The metal 1 layer:
Bar = 50 um. Supply wires on this layer in grey. Cells faint in the background.
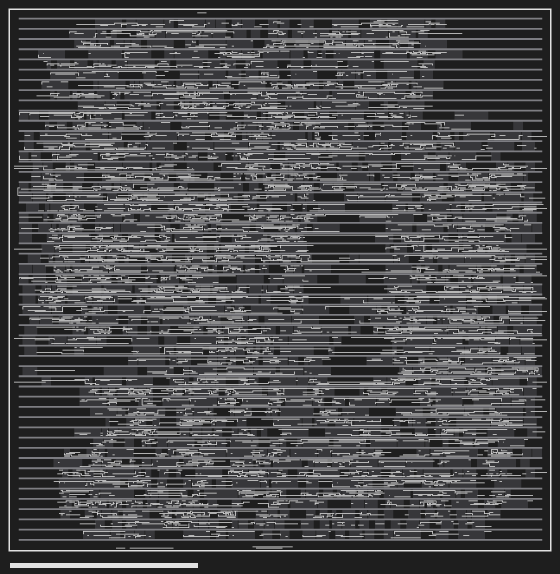
Zoomed window:
Bar = 10 um. Window x 52 to 92, y 23 to 63 um. Cells in grey, sequential cells in the stronger grey; small squares are vias.
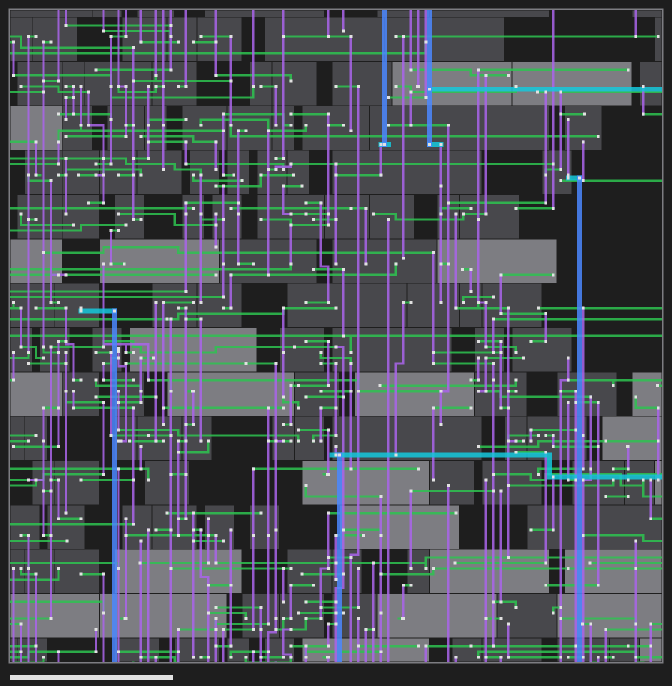
Cells by drive strength:
Bar = 50 um.
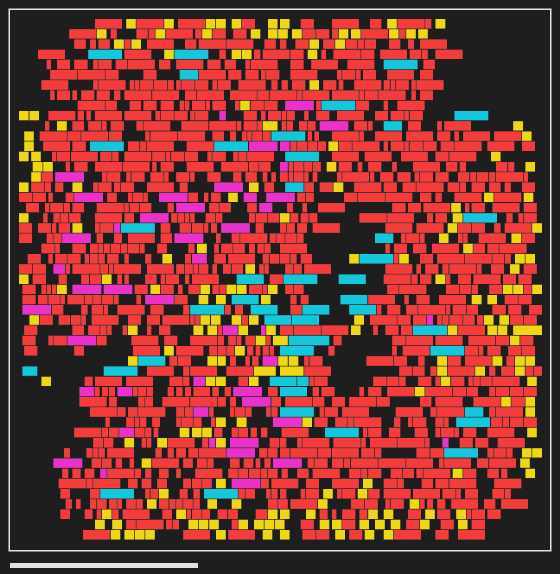
==> config.mk <==
export PLATFORM = sky130hd
export DESIGN_NAME = fetch_unit
export DESIGN_NICKNAME = d
export VERILOG_FILES = /design/src/rtl/fetch_pkg.sv /design/src/rtl/fetch_skid_buf.sv /design/src/rtl/fetch_unit.sv
export SDC_FILE = /design/constraint.sdc
export NUM_CORES = 1
export LEC_CHECK = 0
export CORE_MARGIN = 2
export CORE_UTILIZATION = 52
export DETAILED_ROUTE_END_ITERATION = 10
export PLACE_DENSITY = 0.81
export SYNTH_ARGS = -nofsm -noshare
export SYNTH_HDL_FRONTEND = slang
export SYNTH_SLANG_ARGS = --single-unit
==> constraint.sdc <==
create_clock -name clk -period 2.6 [get_ports clk]
set_input_delay 0.52 -clock clk [delete_from_list [all_inputs] [get_ports clk]]
set_output_delay 0.52 -clock clk [all_outputs]
set_load 0.1 [all_outputs]
==> results.sh <==
# implementation run metrics
export IMPL_start_kind="input pin"
export IMPL_mux_share_pct=16.33
export IMPL_min_path_cells=2
export IMPL_pwr_share_clk_pct=39.5
export IMPL_status="complete, no violations"
export IMPL_synth_area_um2=10150
export IMPL_power_frac_comb_pct=15.4
export IMPL_grt_max_degree=98
export IMPL_maxCapViolCount=0
export IMPL_reg2reg_depth=6
export IMPL_slew_viol_final=0
export IMPL_fin_tns_setup_ns=0
export IMPL_tightest_slew_ns=0.7856
export IMPL_syn_nets=1168
export IMPL_wl_per_cell_um=17.50
export IMPL_synth_cells=1097
export IMPL_yosys_area_top_type_share_pct=44.96
export IMPL_port_buffers=198
export IMPL_finalHoldViolations=0
export IMPL_coreArea_um2=19330
export IMPL_numCtsBuffers=23
export IMPL_power_total_mw=8.200
export IMPL_ant_nets=0
export IMPL_yosysMostFrequentCell="dfxtp_1"
export IMPL_cts_sinks=228
export IMPL_worstSetupPathType="input pin to flip-flop"
export IMPL_required_ns=2.96
export IMPL_cp_top_family="buffers and inverters"
export IMPL_clock_latency_ns=0.51
export IMPL_yosys_top_cells_area="dfxtp_1 45%, mux2i_1 16%, a311oi_1 6.6%"
export IMPL_num_nets_final=1370
export IMPL_ir_drop_mv=0.4476
export IMPL_critPathBufInv=4
export IMPL_relSlewSlack_pct=47.62
export IMPL_clk_pin_slew_worst_paths_ns=0.06
export IMPL_arrival_ns=2.88
export IMPL_pin_count=199
export IMPL_mostFrequentLayoutCell="dfxtp_1"
export IMPL_grt_usage_pct=25.40
export IMPL_synthAoiAreaFrac_pct=17.54
export IMPL_yosysTopAreaCell="dfxtp_1"
export IMPL_finalClockPeriodUsage_pct=97.03
export IMPL_grt_pass1_wl_um=43260
export IMPL_drc=0
About 'the metal 1 layer':
wire length on this layer: 12100 um
main direction: horizontal
share of all routed wire: 44%
nets with wire on the layer: 1250
total routed wirelength: 27660 um
met1 Usage GRT: 33.78%
Vias: 9333

About 'zoomed window':
[metal 4] blue
[metal 1] green
[metal 3] cyan
[metal 2] purple
cells with their middle in the window: 121
most frequent: buf_4 (19), a21oi_1 (13), dfxtp_1 (11)
sequential cells in the window: 17

About 'cells by drive strength':
[_2 cells] magenta | cells: 46 | share: 3.5%
[_0 and _1 cells] red | cells: 1027 | share: 78%
[_6 and larger] cyan | cells: 44 | share: 3.3%
[_3 and _4 cells] yellow | cells: 198 | share: 15%
Buffers excl. clock: 272
P&R area growth vs syn: 30.99%
worst setup margin: 0.07730 ns
final instance area: 13300 um2

==> area by class of cell <==
class / instances / area (um2)
fill: 1548 / 6038
multi-input combinational: 758 / 5186
antenna: 1 / 2.502
inverter: 16 / 62.56
clock buffer: 32 / 659.4
sequential: 228 / 4597
tap: 265 / 331.6
timing repair buffer: 272 / 2381
clock inverter: 9 / 76.32
==> metal layers <==
metal  part of all wire (%)  global-route usage, %
met1                     44                  33.78
met2                     48                  42.16
met3                    6.5                  5.165
met4                    1.7                  6.760
met5                  0.058                      0
==> power by group through the flow <==
stage	logic [mW]	clock network (mW)	registers [mW]
3_3_place_gp	1.23	0	3.77
2_1_floorplan	0.382	0	4.21
6_report	1.26	3.24	3.70
3_5_place_dp	1.24	0	3.77
5_1_grt	1.33	3.42	3.71
4_1_cts	1.25	3.29	3.70
Power and IR drop assume default switching activity.
